===== config.mk =====
export PLATFORM = sky130hd
export DESIGN_NAME = life_matrix_scanner
export DESIGN_NICKNAME = d
export VERILOG_FILES = /design/src/rtl/life_pkg.sv /design/src/rtl/life_row_timer.sv /design/src/rtl/life_matrix_scanner.sv
export SDC_FILE = /design/constraint.sdc
export NUM_CORES = 1
export LEC_CHECK = 0
export CORE_MARGIN = 1
export CORE_UTILIZATION = 49
export CTS_BUF_LIST = sky130_fd_sc_hd__clkbuf_8
export CTS_CLUSTER_SIZE = 12
export DETAILED_ROUTE_END_ITERATION = 6
export PLACE_DENSITY = 0.77
export RECOVER_POWER = 100
export REMOVE_ABC_BUFFERS = 1
export SYNTH_ARGS = -nofsm -noshare
export SYNTH_HDL_FRONTEND = slang
export SYNTH_HIERARCHICAL = 1
export SYNTH_SLANG_ARGS = --single-unit

===== constraint.sdc =====
create_clock -name clk -period 4.6 [get_ports clk]
set_clock_uncertainty 0.05 [all_clocks]
set_input_delay 1.38 -clock clk [delete_from_list [all_inputs] [get_ports clk]]
set_output_delay 1.38 -clock clk [all_outputs]
set_load 0.05 [all_outputs]

===== src/rtl/life_pkg.sv =====
// Shared grid geometry, scan state encoding and cell indexing for the life map.
package life_pkg;

  localparam int GRID_W = 16;
  localparam int GRID_H = 16;
  localparam int CELLS  = GRID_W * GRID_H;

  typedef enum logic [1:0] {
    LOAD,
    DRIVE,
    BLANK
  } scan_state_t;

  // Bit position of cell (x, y) in the flat map: y*16 + x.
  function automatic logic [7:0] idx(input logic [3:0] x, input logic [3:0] y);
    return {y, x};
  endfunction

endpackage


===== src/rtl/life_row_timer.sv =====
// Loadable down-counter timing the DRIVE dwell and BLANK gap of each row.
module life_row_timer #(
  parameter int W = 16
) (
  input  logic         clk,
  input  logic         rst,
  input  logic         load,
  input  logic [W-1:0] load_value,
  output logic         done
);

  logic [W-1:0] count;

  // A loaded value of N-1 keeps done low for N-1 cycles, giving N cycles in the state.
  always_ff @(posedge clk) begin
    if (rst) begin
      count <= '0;
    end else if (load) begin
      count <= load_value;
    end else if (count != '0) begin
      count <= count - W'(1);
    end
  end

  assign done = (count == '0);

endmodule


===== src/rtl/life_matrix_scanner.sv =====
// Tear-free row scanner for the 16x16 life map onto an LED matrix.
// Optional macro CURSOR_BLINK_EN adds a blinking edit cursor on the displayed map.
module life_matrix_scanner
  import life_pkg::*;
#(
  parameter int DWELL_CYCLES = 50000,
  parameter int BLANK_CYCLES = 500,
  parameter int BLINK_FRAMES = 32
) (
  input  logic              clk,
  input  logic              rst,
  input  logic [CELLS-1:0]  map,
  input  logic              map_update,
  input  logic [3:0]        cursor_x,
  input  logic [3:0]        cursor_y,
  output logic [GRID_H-1:0] row_sel,
  output logic [GRID_W-1:0] col_data,
  output logic              frame_done
);

  localparam int MAX_LEN = (DWELL_CYCLES > BLANK_CYCLES) ? DWELL_CYCLES : BLANK_CYCLES;
  localparam int TW      = (MAX_LEN > 1) ? $clog2(MAX_LEN) : 1;
  localparam logic [TW-1:0] DWELL_LAST = TW'(DWELL_CYCLES - 1);
  localparam logic [TW-1:0] BLANK_LAST = TW'((BLANK_CYCLES > 0) ? BLANK_CYCLES - 1 : 0);

  scan_state_t       state, next_state;
  logic [3:0]        row, next_row;
  logic [CELLS-1:0]  snapshot, snap_next;
  logic              pending;
  logic              timer_load, timer_done;
  logic [TW-1:0]     timer_value;
  logic              advance, frame_end;
  logic [GRID_H-1:0] row_sel_d;
  logic [GRID_W-1:0] col_data_d;

  life_row_timer #(.W(TW)) u_timer (
    .clk        (clk),
    .rst        (rst),
    .load       (timer_load),
    .load_value (timer_value),
    .done       (timer_done)
  );

  // The map is only sampled on LOAD, so a new generation never splits a frame.
  assign snap_next = (state == LOAD && pending) ? map : snapshot;

  always_ff @(posedge clk) begin
    if (rst) begin
      state    <= LOAD;
      row      <= '0;
      snapshot <= '0;
      pending  <= 1'b1;
    end else begin
      state    <= next_state;
      row      <= next_row;
      snapshot <= snap_next;
      if (state == LOAD && pending) begin
        pending <= map_update;
      end else begin
        pending <= pending | map_update;
      end
    end
  end

  always_comb begin
    next_state  = state;
    next_row    = row;
    timer_load  = 1'b0;
    timer_value = DWELL_LAST;
    advance     = 1'b0;
    frame_end   = 1'b0;
    unique case (state)
      LOAD: begin
        next_state = DRIVE;
        next_row   = '0;
        timer_load = 1'b1;
      end
      DRIVE: begin
        if (timer_done) begin
          if (BLANK_CYCLES > 0) begin
            next_state  = BLANK;
            timer_load  = 1'b1;
            timer_value = BLANK_LAST;
          end else begin
            advance = 1'b1;
          end
        end
      end
      BLANK: begin
        advance = timer_done;
      end
      default: next_state = LOAD;
    endcase
    // Row 15 always returns through LOAD, which is where frame_done is shown.
    if (advance) begin
      if (row == 4'd15) begin
        next_state = LOAD;
        frame_end  = 1'b1;
      end else begin
        next_state  = DRIVE;
        next_row    = row + 4'd1;
        timer_load  = 1'b1;
        timer_value = DWELL_LAST;
      end
    end
  end

`ifdef CURSOR_BLINK_EN
  localparam int BW = (BLINK_FRAMES > 1) ? $clog2(BLINK_FRAMES) : 1;

  logic [BW-1:0] blink_cnt;
  logic          blink_phase;
  logic [3:0]    cur_x, cur_y, cur_x_next, cur_y_next;

  assign cur_x_next = (state == LOAD) ? cursor_x : cur_x;
  assign cur_y_next = (state == LOAD) ? cursor_y : cur_y;

  always_ff @(posedge clk) begin
    if (rst) begin
      blink_cnt   <= '0;
      blink_phase <= 1'b0;
      cur_x       <= '0;
      cur_y       <= '0;
    end else begin
      cur_x <= cur_x_next;
      cur_y <= cur_y_next;
      if (frame_end) begin
        if (blink_cnt == BW'(BLINK_FRAMES - 1)) begin
          blink_cnt   <= '0;
          blink_phase <= ~blink_phase;
        end else begin
          blink_cnt <= blink_cnt + BW'(1);
        end
      end
    end
  end
`else
  logic unused_cursor;
  assign unused_cursor = ^{cursor_x, cursor_y, BLINK_FRAMES[0]};
`endif

  // Outputs are decoded from the upcoming state so the registers line up with it.
  always_comb begin
    row_sel_d  = '0;
    col_data_d = '0;
    if (next_state == DRIVE) begin
      row_sel_d[next_row] = 1'b1;
      col_data_d          = snap_next[idx(4'd0, next_row) +: GRID_W];
`ifdef CURSOR_BLINK_EN
      if (blink_phase && next_row == cur_y_next) begin
        col_data_d[cur_x_next] = ~col_data_d[cur_x_next];
      end
`endif
    end
  end

  always_ff @(posedge clk) begin
    if (rst) begin
      row_sel    <= '0;
      col_data   <= '0;
      frame_done <= 1'b0;
    end else begin
      row_sel    <= row_sel_d;
      col_data   <= col_data_d;
      frame_done <= frame_end;
    end
  end

endmodule


### PDN straps and rails

Pins as bars on the die edge. Tap cells in grey.
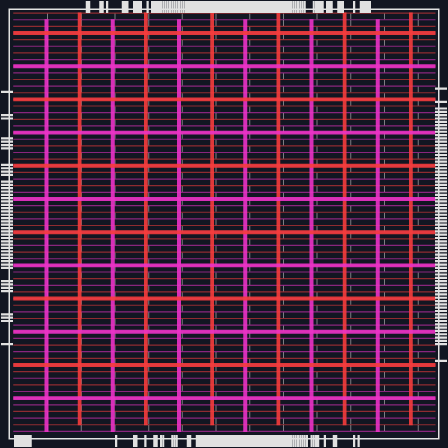
VSS: drawn in magenta. VDD: drawn in red.
The core has 63 rows. 300 signal pins sit on the boundary.

### Cell classes on the final placement

Scale bar: 50 um.
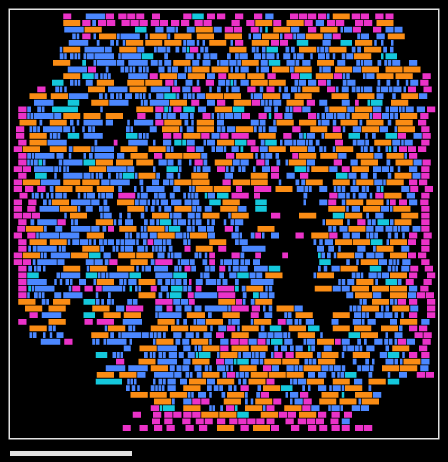
remaining logic cells: drawn in blue, cells 1132. remaining buffers and delay cells: drawn in magenta, cells 327. clock drivers and dummy loads: drawn in cyan, cells 93. registers: drawn in orange, cells 312.

### Sequential cells coloured by netlist name

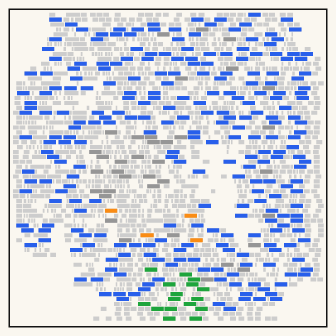
`row`: drawn in orange, sequential cells 4. `snapshot`: drawn in blue, sequential cells 256, where widely spread. `row_sel`: drawn in green, sequential cells 16, where south.
Another 36 sequential cells are not coloured.

==> changes_impl.md <==
## Flow update

- Yosys cell count: roughly 1600
- Critical Path RT: roughly 5.1 ns
- Area delta synth->final: 29.7%
- Initial antenna violation count: 5
- Total Routed Length: 45200 um
- Final Max Tran Viols: about 130
- First-pass GRT wire length: approximately 70000 um
- LEAKAGE: between 7 and 8 nW
- Tightest Pin Transition: between 2 and 2.5 ns
- Register share after synthesis: a little over two fifths
- Hold crit path type: reg -> reg
- H-tree depth: 2
- Run status: finished, violations left
- Routed length on met3: between 3000 and 4000 um
- Failing checks: max-capacitance violations, max-slew violations
- Crit path launch type: flip-flop
- XOR/XNOR share of the synthesized area: less than 1%
- # IOs: 300
- Skew-Pair Late Insertion Delay: about 0.6 ns
- Max_slew headroom: -49.1%
- Yosys warnings: 6
- # port buffers: between 200 and 300
- Total negative slack: 0 ns
- Tot GR Track Use: 28.7%
- FP Util: between 40% and 50%
- DP Area: approximately 18000 sq um
- WP data arrival: ~4.4 ns
- Die Wd: 175 um
- Final instance area: 19100 sq um
- CTS Buf Count: 51
- Dpl ws: 1.05 ns
- Max-cap violation count: 2
- Vias in the first global route: 12948
- Die height: between 150 and 200 um
- Mean post-synth cell area: 9.32 sq um
- Non-Filler Instances: 2260
### Clock network drawn from the DEF

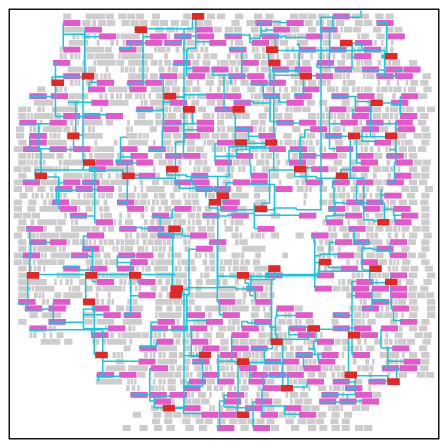
flip-flops: drawn in magenta, count 312. clock wires: drawn in cyan, length 3970 um. clock-net drivers: drawn in red, count 51.
There are 52 routed clock nets.

### Congestion heat map

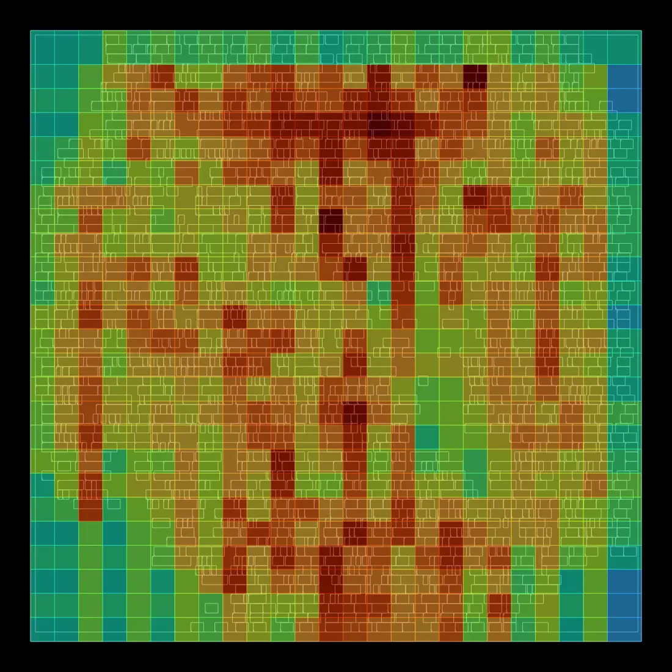
met1 usage: 38.5%
met2 usage: 45.7%
drt wl/cell: 20.0 um
final design utilization: 64.4%
GRT busiest layer: met2

-- path summary, 6_finish.rpt --
| path | to | startpoint | slack (ns) | cells after the start |
|---|---|---|---|---|
| worst max register to register | col_data[10]$_SDFF_PP0_ | u_timer/count[0]$_SDFFE_PP0P_ | 0.63 | 12 |
| worst min register to register | snapshot[247]$_SDFF_PP0_ | snapshot[247]$_SDFF_PP0_ | 0.42 | 2 |
| worst min-delay path | snapshot[247]$_SDFF_PP0_ | snapshot[247]$_SDFF_PP0_ | 0.42 | 2 |
| worst max-delay path | col_data[10]$_SDFF_PP0_ | u_timer/count[0]$_SDFFE_PP0P_ | 0.63 | 12 |
-- cell usage in the layout (no fill, tap or decap), types with 11 or more instances in the layout --
cell and instances:
inv_1 26, o311ai_0 14, o21ai_0 14, dfxtp_1 311, nand2_1 155, a22o_1 26, nor2_1 217, mux2i_1 201
nor3_1 19, clkdlybuf4s50_1 257, mux4_2 58, o41ai_1 32, buf_12 11, clkbuf_8 63, a41oi_1 16, o31ai_1 16
buf_4 22, a21oi_1 257, dlygate4sd3_1 33
-- cell type report --
type                       instances  share of cell area (%)
multi-input combinational       1125                    41.6
sequential                       312                    32.7
timing repair buffer             327                    17.4
clock buffer                      63                    4.54
tap                              390                    2.56
clock inverter                    30                    1.01
inverter                           7                   0.138
antenna                            6                  0.0787
-- worst max-delay path, cell delays in order (launching register included) --
cell and delay, ns:
dfxtp_1 0.34, inv_1 0.08, ha_1 0.24, nor2b_1 0.36, nand3_1 0.18, nor2_1 0.13
buf_4 0.17, and2b_1 0.23, a21oi_1 0.16, nor3_1 0.96, buf_4 0.37, o311ai_0 0.32
a41oi_1 0.30
-- where the power goes --
group,switching [mW],internal (mW),leakage (nW)
Sequential,0.0928,2.91,2.57
Combinational,0.579,0.601,4.64
Clock,1.12,1.35,0.619
Total,1.79,4.86,7.83
-- stage by stage --
stage	total power [mW]	hold WS (ns)
detailed placement	4.23	0.409
global route	6.93	0.435
finish	6.65	0.418
CTS	6.69	0.418
floorplan	3.99	0.387
global placement	4.19	0.398
-- cells in the mapped netlist, types with 3 or more instances --
| cell | instances |
|---|---|
| mux4_2 | 58 |
| a41oi_1 | 16 |
| buf_4 | 6 |
| nand3_1 | 7 |
| o21ai_0 | 14 |
| nand4b_1 | 4 |
| nor2_1 | 217 |
| o41ai_1 | 32 |
| inv_1 | 6 |
| xor2_1 | 8 |
| buf_1 | 4 |
| o31a_1 | 3 |
| a22o_1 | 26 |
| o311ai_1 | 16 |
| nor4_1 | 3 |
| and3_1 | 3 |
| dfxtp_1 | 312 |
| nand2_1 | 155 |
| nor3_1 | 19 |
| buf_6 | 7 |
| or2_2 | 3 |
| xnor2_1 | 3 |
| o32ai_1 | 6 |
| o2111ai_1 | 3 |
| nand4_1 | 4 |
| a21o_1 | 3 |
| nor2b_1 | 3 |
| and2_0 | 6 |
| clkbuf_1 | 92 |
| buf_2 | 32 |
| o31ai_1 | 16 |
| mux2i_1 | 201 |
| a21oi_1 | 257 |
-- flip-flops by register name, indices dropped and copies added, names as in the netlist --
signal / count
state: 2
col_data: 16
u_timer/count: 16
row_sel: 16
frame_done: 1
snapshot: 256
row: 4
pending: 1
No activity file was given, so power comes from the tool's default toggle rates.
